## config.mk

```make
export PLATFORM = sky130hd
export DESIGN_NAME = alu16_mul_seq_flat
export DESIGN_NICKNAME = d
export VERILOG_FILES = /design/src/rtl/alu_pkg.sv /design/src/rtl/alu16_mul_seq_if.sv /design/src/rtl/alu16.sv /design/src/rtl/alu16_mul_seq.sv /design/src/flat_wrapper.sv
export SDC_FILE = /design/constraint.sdc
export NUM_CORES = 1
export LEC_CHECK = 0
export CORE_MARGIN = 2
export CORE_UTILIZATION = 59
export CTS_BUF_LIST = sky130_fd_sc_hd__clkbuf_16
export CTS_CLUSTER_DIAMETER = 150
export CTS_CLUSTER_SIZE = 14
export DETAILED_ROUTE_END_ITERATION = 6
export PLACE_DENSITY = 0.93
export SLEW_MARGIN = 20
export SYNTH_ARGS = -nofsm -noshare
export SYNTH_HDL_FRONTEND = slang
export SYNTH_SLANG_ARGS = --single-unit
```

## constraint.sdc

```tcl
create_clock -name clk -period 4.4 [get_ports clk]
set_input_delay 0.66 -clock clk [delete_from_list [all_inputs] [get_ports clk]]
set_output_delay 0.66 -clock clk [all_outputs]
set_load 0.01 [all_outputs]
```

## src/rtl/alu_pkg.sv

```systemverilog
// alu_pkg: alu16 opcodes and multiply sequencer state encoding
package alu_pkg;
  localparam logic [2:0] OP_ADD = 3'b000;
  localparam logic [2:0] OP_SUB = 3'b001;
  localparam logic [2:0] OP_SHL = 3'b101;
  localparam logic [2:0] OP_SHR = 3'b110;
  typedef enum logic [1:0] {IDLE, RUN, DONE} state_t;
endpackage

```

## src/rtl/alu16_mul_seq_if.sv

```systemverilog
// alu16_mul_seq_if: start/abort/busy/done handshake and operand/product bus of the multiplier
interface alu16_mul_seq_if;
  logic start;
  logic abort;
  logic [15:0] mcand;
  logic [15:0] mplier;
  logic busy;
  logic done;
  logic [31:0] product;
  modport master (output start, abort, mcand, mplier, input busy, done, product);
  modport slave (input start, abort, mcand, mplier, output busy, done, product);
endinterface

```

## src/rtl/alu16.sv

```systemverilog
// alu16: 16-bit ALU with carry/borrow out on add, subtract and 1-bit shifts
module alu16 import alu_pkg::*; (
  input  logic [15:0] a_i,
  input  logic [15:0] b_i,
  input  logic [2:0]  op_i,
  input  logic        cin_i,
  output logic [15:0] s_o,
  output logic        c_o
);
  logic [16:0] r;
  always_comb r = op_i == OP_SUB ? {1'b0, a_i} - {1'b0, b_i} - 17'(cin_i) :
                  op_i == OP_SHL ? {a_i, 1'b0} :
                  op_i == OP_SHR ? {a_i[0], 1'b0, a_i[15:1]} :
                  {1'b0, a_i} + {1'b0, b_i} + 17'(cin_i);
  assign {c_o, s_o} = r;
endmodule

```

## src/rtl/alu16_mul_seq.sv

```systemverilog
// alu16_mul_seq: unsigned 16x16->32 shift-and-add multiplier sequencing one alu16
module alu16_mul_seq #(
  parameter logic [2:0] OP_ADD     = alu_pkg::OP_ADD,
  parameter bit         EARLY_EXIT = 1'b0
) (
  input logic clk,
  input logic rst,
  alu16_mul_seq_if.slave bus
);
  import alu_pkg::state_t, alu_pkg::IDLE, alu_pkg::RUN, alu_pkg::DONE;
  state_t st_q, st_d;
  logic [15:0] m_q, m_d, ph_q, ph_d, pl_q, pl_d, a, b, s, rest;
  logic [4:0]  cnt_q, cnt_d;
  logic [31:0] prod_q, prod_d, fin;
  logic [32:0] acc;
  logic        c, run, last;
  assign run = st_q == RUN;
  assign a = run ? ph_q : 16'h0000;
  assign b = run && pl_q[0] ? m_q : 16'h0000;
  alu16 u_alu (.a_i(a), .b_i(b), .op_i(OP_ADD), .cin_i(1'b0), .s_o(s), .c_o(c));
  assign acc = {c, s, pl_q};
  // multiplier bits not yet consumed after this step; zero means the rest are pure shifts
  assign rest = (pl_q >> 1) & ((16'h0001 << (5'd15 - cnt_q)) - 16'h0001);
  assign last = cnt_q == 5'd15 || (EARLY_EXIT && rest == 16'h0000);
  assign fin = 32'(acc >> (5'd16 - cnt_q));
  always_comb begin
    st_d = st_q;
    m_d = m_q;
    ph_d = ph_q;
    pl_d = pl_q;
    cnt_d = cnt_q;
    prod_d = prod_q;
    if (st_q == IDLE && bus.start && !bus.abort) begin
      st_d = RUN;
      m_d = bus.mcand;
      ph_d = 16'h0000;
      pl_d = bus.mplier;
      cnt_d = 5'd0;
    end else if (bus.abort) begin
      st_d = IDLE;
    end else if (run) begin
      {ph_d, pl_d} = last ? fin : acc[32:1];
      cnt_d = cnt_q + 5'd1;
      st_d = last ? DONE : RUN;
      prod_d = last ? fin : prod_q;
    end else if (st_q == DONE) begin
      st_d = IDLE;
    end
  end
  always_ff @(posedge clk or posedge rst) begin
    if (rst) begin
      st_q <= IDLE;
      m_q <= '0;
      ph_q <= '0;
      pl_q <= '0;
      cnt_q <= '0;
      prod_q <= '0;
    end else begin
      st_q <= st_d;
      m_q <= m_d;
      ph_q <= ph_d;
      pl_q <= pl_d;
      cnt_q <= cnt_d;
      prod_q <= prod_d;
    end
  end
  assign bus.busy = st_q != IDLE;
  assign bus.done = st_q == DONE;
  assign bus.product = prod_q;
endmodule
```

## src/flat_wrapper.sv

```systemverilog
// flat-port wrapper written by rule: the top's interface ports become plain ports
module alu16_mul_seq_flat import alu_pkg::state_t, alu_pkg::IDLE, alu_pkg::RUN, alu_pkg::DONE;
#(
  parameter logic [2:0] OP_ADD     = alu_pkg::OP_ADD,
  parameter bit         EARLY_EXIT = 1'b0
)
  (clk, rst, bus_start, bus_abort, bus_mcand, bus_mplier, bus_busy, bus_done, bus_product);
  alu16_mul_seq_if bus_i ();
  input logic clk;
  input logic rst;
  input wire logic [$bits(bus_i.start)-1:0] bus_start;
  input wire logic [$bits(bus_i.abort)-1:0] bus_abort;
  input wire logic [$bits(bus_i.mcand)-1:0] bus_mcand;
  input wire logic [$bits(bus_i.mplier)-1:0] bus_mplier;
  output wire logic [$bits(bus_i.busy)-1:0] bus_busy;
  output wire logic [$bits(bus_i.done)-1:0] bus_done;
  output wire logic [$bits(bus_i.product)-1:0] bus_product;
  assign bus_i.start = bus_start;
  assign bus_i.abort = bus_abort;
  assign bus_i.mcand = bus_mcand;
  assign bus_i.mplier = bus_mplier;
  assign bus_busy = bus_i.busy;
  assign bus_done = bus_i.done;
  assign bus_product = bus_i.product;
  alu16_mul_seq #(.OP_ADD(OP_ADD), .EARLY_EXIT(EARLY_EXIT)) u_core (.clk(clk), .rst(rst), .bus(bus_i));
endmodule
```

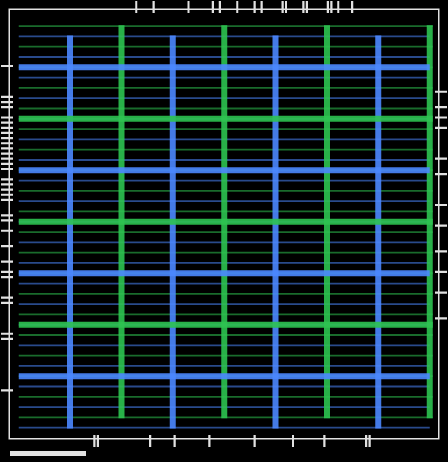
*Floorplan with the power grid*
Scale bar: 20 um. Pins as bars on the die edge.
VSS -> blue
VDD -> green
met5 straps = 7
rows = 39
signal pins = 70
met1 rails = 40
chip width: 113.1 um
Core ar.: 0.01152 mm^2

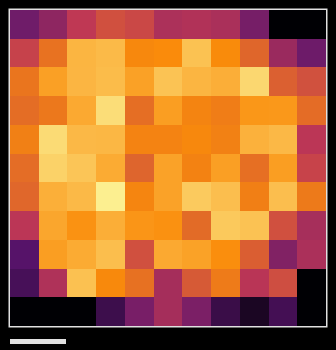
*Placement density heat map*
Scale bar: 20 um. The die is cut into 11 by 11 equal tiles; black is low, pale yellow is high, 0 to 100% covered.
nearly empty tiles = 5.8%
tiles over 75% full = 40%
fullest tile = 97%
mean over tiles = 63%
floorplan core density: 60.93%
utilization after layout: 71.12%

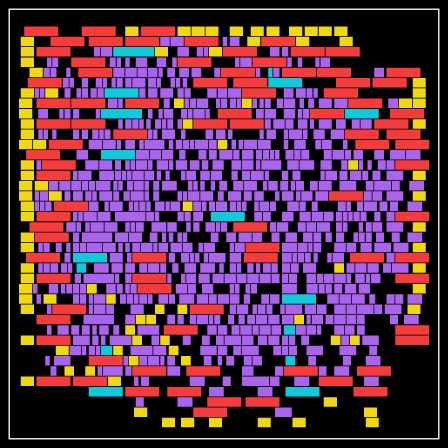
*Cells colored by class*
flip-flops -> red  # cells 87
clock drivers and dummy loads -> cyan  # cells 16
other buffers and delay cells -> yellow  # cells 94
all other logic -> purple  # cells 698

==> impl_metrics.toml <==
# generated from flow reports
[routing]
drc = 5
totalWireLength_um = 22730
drt-initial-drc-count = 1136
wl_per_cell_um = 21.90
drtAntennaViolNets = 0

[grt]
globalRouteTotalUtil_pct = 36.09
vias_in_the_first_global_route = 7027
overflow = 0

[logic_synthesis]
yosys.area.top_type = "sky130_fd_sc_hd__dfrtp_1"
ys_seq_elements = 87
dominantRegCellSynth = "sky130_fd_sc_hd__dfrtp_1"
ys_chip_area_mm2 = 0.007017
synth.avg_cell_area_um2 = 8.265
edf_count = 0
synthTopCellsByArea = "sky130_fd_sc_hd__dfrtp_1 (31%), sky130_fd_sc_hd__nor2_1 (4.9%), sky130_fd_sc_hd__nand2_1 (4.2%), sky130_fd_sc_hd__a21oi_1 (3.9%), sky130_fd_sc_hd__mux2_2 (3.7%)"
synthMostInstantiatedCell = "sky130_fd_sc_hd__nor2_1"
post_synth_inst_count = 849

[setup_path]
worstPathRequired_ns = 4.69
worstSetupEndpoint = "u_core.ph_q[2]"
worst_setup_path_end_kind = "flop"
cp_data_arrival_time_ns = 4.47

[power]
power.share.combinational_pct = 49.3
power_density_mw_per_mm2 = 438.1
p_total_mw = 3.588
power.share.clock_pct = 23.6
cellInternalPower_mw = 1.999

[clock_network]
maximum_buffer_depth_of_the_clock_tree = 2
cts_hold_buf = 0
post_cts.repair.setup_buffers = 0
tritoncts = "done"
clock_tree.htree_level_count = 3
cts_made_buffers = 9
clock_sinks = 87
clock.latency.late_pin_ns = 0.36

[timing]
fin_setup_tns_ns = 0
final.period_utilization_pct = 94.97
final.setup_skew_ns = 0.007379
timing_worst_slew_pin_value_ns = 1.089
timing.final.hold_violations = 0
fmax_mhz = 239.3

[final_layout]
nonClockBufferCount = 94
dominant-cell-class = "logic gates"
comb_share_pct = 56.06
antennaDiodeCount = 0
final-nonclk-buf-share_pct = 10.72
seq_area_share_pct = 26.58
finish.net_count = 946

[status]
outcome = "finished with violations"
failing_checks = "DRC"

[die]
tapcell.inserted = 143
rows = 39

[place]
place_hpwl_um = 16270
placement.io_buffers = 69
dp_worst_setup_slack_ns = 0.2922

[hold_path]
whs_endpoint = "u_core.bus.product[16]"

[job]
tool_warnings = 27
==> cell families (layout without fill, tap and decap cells) <==
group,Yosys count,after routing,synth area share (%)
compound gates,284,284,29.49
flops,87,87,31.03
xor+xnor,14,14,1.748
buf+inv,75,121,4.315
simple gates,324,324,22.20
fa+ha+maj,20,20,3.673
mux,45,45,7.543
==> power groups by stage <==
stage | registers [mW] | clock network (mW) | logic, mW
3_5_place_dp | 0.978 | 0 | 1.66
4_1_cts | 0.965 | 0.843 | 1.68
3_3_place_gp | 0.974 | 0 | 1.63
6_report | 0.971 | 0.847 | 1.77
5_1_grt | 0.975 | 0.887 | 1.88
2_1_floorplan | 0.935 | 0 | 1.26
==> critical path, delay by kind of cell, from the launching register on <==
| family | cells | cell delay [ns] |
|---|---|---|
| AOI/OAI and AO/OA | 5 | 1.55 |
| and+or+nand+nor | 4 | 0.71 |
| xor gates and xnor gates | 1 | 0.51 |
| adders and majority gates | 1 | 0.50 |
| buffers and inverters | 2 | 0.43 |
| DFF | 1 | 0.42 |
==> state kept, by name, summed over array words and instances, names as in the netlist <==
| register | cells |
|---|---|
| u_core.bus.product | 32 |
| u_core.cnt_q | 5 |
| u_core.m_q | 16 |
| u_core.ph_q | 16 |
| u_core.pl_q | 16 |
| u_core.st_q | 2 |
==> placed cells by master (no fill, tap or decap), types with 7 or more instances in the layout <==
cell type	count
sky130_fd_sc_hd__o31ai_1	10
sky130_fd_sc_hd__a31oi_1	11
sky130_fd_sc_hd__o211ai_1	9
sky130_fd_sc_hd__a221o_1	15
sky130_fd_sc_hd__and3_1	26
sky130_fd_sc_hd__a22oi_1	8
sky130_fd_sc_hd__inv_1	9
sky130_fd_sc_hd__nand3_1	13
sky130_fd_sc_hd__mux2_2	23
sky130_fd_sc_hd__o21ai_0	30
sky130_fd_sc_hd__nand4_1	8
sky130_fd_sc_hd__ha_1	18
sky130_fd_sc_hd__nand2_1	79
sky130_fd_sc_hd__mux2i_1	18
sky130_fd_sc_hd__o221ai_1	7
sky130_fd_sc_hd__o2111ai_1	7
sky130_fd_sc_hd__clkbuf_16	9
sky130_fd_sc_hd__and2_1	22
sky130_fd_sc_hd__o21a_1	9
sky130_fd_sc_hd__nand2b_1	8
sky130_fd_sc_hd__buf_4	25
sky130_fd_sc_hd__a21oi_1	54
sky130_fd_sc_hd__nor2_1	91
sky130_fd_sc_hd__nor2b_1	7
sky130_fd_sc_hd__dfrtp_1	87
sky130_fd_sc_hd__a311oi_1	7
sky130_fd_sc_hd__a21o_1	23
sky130_fd_sc_hd__clkdlybuf4s50_1	69
sky130_fd_sc_hd__nor3_1	41
sky130_fd_sc_hd__a211oi_1	20
==> what timing repair did <==
action / in CTS / in global routing
hold endpoints to repair: 0 / 0
gates resized: 0 / 3
endpoints found under the setup margin: 0 / 11
==> routing by layer <==
metal | global-route usage, % | share of wire (%)
met1 | 46.08 | 37
met5 | 0 | 0
met4 | 24.80 | 8.1
met3 | 8.945 | 12
met2 | 53.97 | 43
==> metrics by stage <==
stage               cell area [um^2]  hold slack, ns
floorplan                       7017          0.4474
global placement                7851          0.4615
detailed placement              7851          0.4696
CTS                             8173          0.4841
global route                    8190          0.5081
finish                          8190          0.4757
Power is estimated from default activity; no workload was simulated.
